==> images/layer_met1.png <==
(4 px per um) Supply wires on this layer in grey.
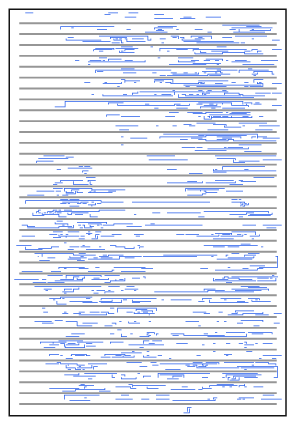
==> images/layer_met2.png <==
(3 px per um)
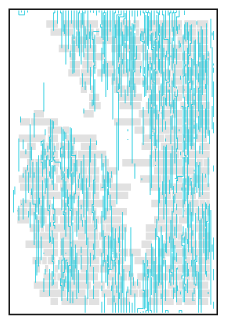
`src/rtl/sdram_port_arbiter.sv`:
```
// Two-requester round-robin arbiter sharing one Avalon-MM SDRAM controller slave.
// Read responses are routed back to their issuer through a small ID FIFO.
module sdram_port_arbiter #(
  parameter int ADDR_W   = 25,
  parameter int DATA_W   = 16,
  parameter int BE_W     = 2,
  parameter int MAX_PEND = 4
) (
  input  logic              clk_clk,
  input  logic              reset_reset_n,

  input  logic [ADDR_W-1:0] r0_address,
  input  logic              r0_read,
  input  logic              r0_write,
  input  logic [DATA_W-1:0] r0_writedata,
  input  logic [BE_W-1:0]   r0_byteenable,
  output logic              r0_waitrequest,
  output logic              r0_readdatavalid,

  input  logic [ADDR_W-1:0] r1_address,
  input  logic              r1_read,
  input  logic              r1_write,
  input  logic [DATA_W-1:0] r1_writedata,
  input  logic [BE_W-1:0]   r1_byteenable,
  output logic              r1_waitrequest,
  output logic              r1_readdatavalid,

  output logic [DATA_W-1:0] rd_readdata,

  output logic [ADDR_W-1:0] m_address,
  output logic              m_read,
  output logic              m_write,
  output logic [DATA_W-1:0] m_writedata,
  output logic [BE_W-1:0]   m_byteenable,
  input  logic              m_waitrequest,
  input  logic [DATA_W-1:0] m_readdata,
  input  logic              m_readdatavalid,

  output logic              err_orphan
);

  localparam int PTR_W = $clog2(MAX_PEND);
  localparam int CNT_W = PTR_W + 1;

  typedef enum logic {
    ARB_OPEN,
    ARB_HELD
  } arb_state_t;

  arb_state_t state, state_nx;

  logic                last;
  logic                held_sel;
  logic                sel;
  logic                sel_valid;
  logic                sel_rd;
  logic                sel_wr;
  logic                fifo_full;
  logic                elig0;
  logic                elig1;
  logic                accept;
  logic                push;
  logic                pop;
  logic                head_id;

  logic [MAX_PEND-1:0] id_mem;
  logic [PTR_W-1:0]    wr_ptr;
  logic [PTR_W-1:0]    rd_ptr;
  logic [CNT_W-1:0]    count;

  // Blocking uses the registered count, so a same-cycle pop never frees a slot early.
  assign fifo_full = (count == CNT_W'(MAX_PEND));
  assign elig0     = (r0_read | r0_write) & ~(r0_read & fifo_full);
  assign elig1     = (r1_read | r1_write) & ~(r1_read & fifo_full);

  always_comb begin
    sel       = 1'b0;
    sel_valid = 1'b0;
    state_nx  = ARB_OPEN;
    case (state)
      ARB_HELD: begin
        sel       = held_sel;
        sel_valid = held_sel ? elig1 : elig0;
      end
      default: begin
        if (elig0 & elig1) begin
          sel = ~last;
        end else begin
          sel = elig1;
        end
        sel_valid = elig0 | elig1;
      end
    endcase
    if (sel_valid & m_waitrequest) begin
      state_nx = ARB_HELD;
    end
  end

  // A port asserting both read and write is treated as reading.
  assign sel_rd       = sel ? r1_read  : r0_read;
  assign sel_wr       = sel ? r1_write : r0_write;
  assign m_address    = sel ? r1_address    : r0_address;
  assign m_writedata  = sel ? r1_writedata  : r0_writedata;
  assign m_byteenable = sel ? r1_byteenable : r0_byteenable;
  assign m_read       = sel_valid & sel_rd;
  assign m_write      = sel_valid & sel_wr & ~sel_rd;

  assign r0_waitrequest = (sel_valid & ~sel) ? m_waitrequest : 1'b1;
  assign r1_waitrequest = (sel_valid &  sel) ? m_waitrequest : 1'b1;

  assign accept  = sel_valid & ~m_waitrequest;
  assign push    = accept & m_read;
  assign pop     = m_readdatavalid & (count != '0);
  assign head_id = id_mem[rd_ptr];

  assign rd_readdata      = m_readdata;
  assign r0_readdatavalid = pop & ~head_id;
  assign r1_readdatavalid = pop &  head_id;

  always_ff @(posedge clk_clk or negedge reset_reset_n) begin
    if (!reset_reset_n) begin
      state    <= ARB_OPEN;
      held_sel <= 1'b0;
      last     <= 1'b1;
    end else begin
      state <= state_nx;
      if (sel_valid & m_waitrequest) begin
        held_sel <= sel;
      end
      if (accept) begin
        last <= sel;
      end
    end
  end

  always_ff @(posedge clk_clk or negedge reset_reset_n) begin
    if (!reset_reset_n) begin
      id_mem <= '0;
      wr_ptr <= '0;
      rd_ptr <= '0;
      count  <= '0;
    end else begin
      if (push) begin
        id_mem[wr_ptr] <= sel;
        wr_ptr         <= wr_ptr + PTR_W'(1);
      end
      if (pop) begin
        rd_ptr <= rd_ptr + PTR_W'(1);
      end
      case ({push, pop})
        2'b10:   count <= count + CNT_W'(1);
        2'b01:   count <= count - CNT_W'(1);
        default: count <= count;
      endcase
    end
  end

  always_ff @(posedge clk_clk or negedge reset_reset_n) begin
    if (!reset_reset_n) begin
      err_orphan <= 1'b0;
    end else if (m_readdatavalid & (count == '0)) begin
      err_orphan <= 1'b1;
    end
  end

endmodule

```
`config.mk`:
```
export PLATFORM = sky130hd
export DESIGN_NAME = sdram_port_arbiter
export DESIGN_NICKNAME = d
export VERILOG_FILES = /design/src/rtl/sdram_port_arbiter.sv
export SDC_FILE = /design/constraint.sdc
export NUM_CORES = 1
export LEC_CHECK = 0
export ABC_AREA = 1
export CORE_ASPECT_RATIO = 1.5
export CORE_MARGIN = 2
export CORE_UTILIZATION = 25
export DETAILED_ROUTE_END_ITERATION = 10
export PLACE_DENSITY = 0.81
export SETUP_SLACK_MARGIN = 0.3
export SLEW_MARGIN = 20
export SYNTH_ARGS = -nofsm -noshare
export SYNTH_HDL_FRONTEND = slang
export SYNTH_SLANG_ARGS = --single-unit
```
`constraint.sdc`:
```
create_clock -name clk_clk -period 2.03 [get_ports clk_clk]
set_input_delay 0.203 -clock clk_clk [delete_from_list [all_inputs] [get_ports clk_clk]]
set_output_delay 0.203 -clock clk_clk [all_outputs]
set_load 0.02 [all_outputs]
```
==> metrics.csv <==
stage;metric;value;unit
synth;yosysWarnings;0;
clocking;cts_max_path_buffers;2;
critical_path;slowest_delay;420;ps
detailed_routing;via_per_inst;4.665;
critical_path;end_kind;register;
clocking;cts_buffers;3;
cells_and_area;antenna_cells;0;
critical_path;cp_top_family;simple AND/OR/NAND/NOR gates;
synth;yosys_area;1575;um2
critical_path;crit_type;reg2reg;
cells_and_area;drive_gt1_frac;0.5217;
clocking;clk_latency;260;ps
power;p_sw_frac;0.4620;
placed_design;place_congestion;0.8344;
final_timing;worst_pin_slew;681.6;ps
final_timing;period_used_share;1.023;
final_timing;slew_headroom;0.5442;
final_timing;final.min_clock_period;2077;ps
placed_design;place_hpwl;5252;um
floorplanning;die_y;101.2;um
power;power_density;1584;nW/um2
global_route;use_met2;0.3979;
detailed_routing;drt_iter0_markers;79;
final_timing;setup_viol;2;
critical_path;r2r_start;count[0]$_DFFE_PN0P_;
final_timing;timing.final.hold_violations;0;
critical_path;start_kind;register;
cells_and_area;area_growth;171.4;%
critical_path;rr_endpoint;count[2]$_DFFE_PN0P_;
status;status;complete, but fails checks;
synth;ys_types;25;
power;p_clk_frac;0.037;
final_timing;max_freq;481.4;MHz
floorplanning;fp-utilization;0.2569;
clocking;cts_tree;yes;
clocking;cts-hold-fix-buffers;0;
critical_path;crit_required;2160;ps
min_path;min_path_type;in2async;
synth;ys_sh_simple;0.4948;
cells_and_area;nNetsFinal;554;
power;p_int;3643;uW
synth;ys_sh_mux;0;
clocking;clk_pin_slew;70;ps
global_route;grt_overflow;0;
synth;synthCells;263;
global_route;use_met3;0.1044;
power;leakagePower;0.002098;uW
critical_path;critPathSlowestCell;dfrtp_1;
detailed_routing;wl_per_cell;17.79;um
synth;logic_family;simple AND/OR/NAND/NOR gates;
synth;ys_ff;15;
synth;synthAdderAreaFrac;0.05242;
global_route;grt_max_degree;18;
power;p_sw;3129;uW
synth;top_cells_by_count;nand2_1 (155), buf_4 (19), dfrtp_1 (14), inv_1 (14), nor2_1 (10);
critical_path;cp_common_cell;nand2_4;
clocking;clock-sinks;15;
status;violations;setup timing;
synth;synthFlopType;dfrtp_1;
critical_path;path_max_fanout;4;
placed_design;dp_slack;-405.7;ps
critical_path;reg2reg_slack;-50;ps
floorplanning;rows;35;
floorplanning;io_pins;176;
final_timing;whs;352.9;ps
synth;synth-edff-count;0;
floorplanning;core_area;6131;um2
detailed_routing;ant_nets;0;
cells_and_area;layout_top_cell;clkdlybuf4s50_1;
synth;syn_nets;379;
synth;synth_stat.cells;263;
synth;avgSynthCellArea;5.990;um2
final_timing;skew;8.980;ps
cells_and_area;utilization;0.6973;
global_route;antenna_found_initial;0;
run;tool_warnings;32;
power;ir_drop;0.0009106;V
synth;compound_area_frac;0.03495;
power;pwr-share-seq;0.084;
synth;synth_area;1575;um2
global_route;grt_pass1_vias;2331;
final_timing;setup_ws;-47.12;ps
global_route;grt_pass1_wl;11240;um
synth;synth_seq_share;0.2391;
floorplanning;die-width;68.81;um
clocking;root_buffer;clkbuf_8;
detailed_routing;drc;0;
critical_path;cp_cell_sequence;nor2_4 > nand3_2 > nand3_4 > nand2_8 > nand2_4 > nand2_4 > nand2_4 > ha_4 > inv_4 > fa_2 > a21oi_2 > o21ai_1 > xor2_1;
Notes on layer_met1.png above:
longest straight run: 44.4 um
nets with wire on the layer: 449
share of all routed wire: 30%
GRT met1 Usage: 0.1978
via count: 2384
routed wire length: 9092 um

Notes on layer_met2.png above:
share of all routed wire: 52%
main direction: vertical
longest straight run: 49.0 um
wire length on this layer: 4750 um

==> repair_timing <==
item                       in CTS  in global routing
setup buffers                  17                 14
setup endpoints to repair      52                 56
pin swaps                      26                 41
gates resized                 402                 75
gates cloned                    5                  1
==> cell type report <==
class,count,area (um2)
timing repair buffer,198,2211
fill,398,1856
multi-input combinational,205,1485
sequential,15,376.6
tap,74,92.59
inverter,15,63.81
clock buffer,3,41.29
clock inverter,1,5.005
==> worst max-delay path by stage <==
stage	to	start	cells after the start
after floorplan	count[2]$_DFFE_PN0P_	count[0]$_DFFE_PN0P_	14
after global placement	m_address[1]	r1_read	11
after detailed placement	m_writedata[6]	r1_read	11
after CTS	count[2]$_DFFE_PN0P_	count[1]$_DFFE_PN0P_	13
after global routing	count[2]$_DFFE_PN0P_	count[0]$_DFFE_PN0P_	13
final	count[2]$_DFFE_PN0P_	count[0]$_DFFE_PN0P_	13
==> power groups by stage <==
stage | clock, uW | combinational, uW | sequential [uW]
finish | 250 | 5950 | 570
CTS | 254 | 5140 | 565
floorplan | 0 | 1980 | 550
global placement | 0 | 3390 | 558
global route | 266 | 6310 | 588
detailed placement | 0 | 3460 | 566
==> state kept, by name, indices dropped and copies added, names as in the netlist <==
signal,flops
wr_ptr,2
last,1
state,1
id_mem,4
err_orphan,1
rd_ptr,2
held_sel,1
count,3
==> through the flow <==
step	TNS, ps	cells	instance area, um2	total power, uW
2_1_floorplan	-12.31	263	1613	2534
3_3_place_gp	-17290	470	3098	3952
3_5_place_dp	-18250	470	3098	4026
4_1_cts	-21.61	496	3890	5954
5_1_grt	-1333	511	4275	7160
6_report	-69.43	511	4275	6771
==> routing by layer <==
layer,vias up,share of wire
met2,119,0.52
met1,1107,0.30
met4,0,0.035
li1,1133,-
met3,25,0.14
met5,-,0
No activity file was given, so power comes from the tool's default toggle rates.
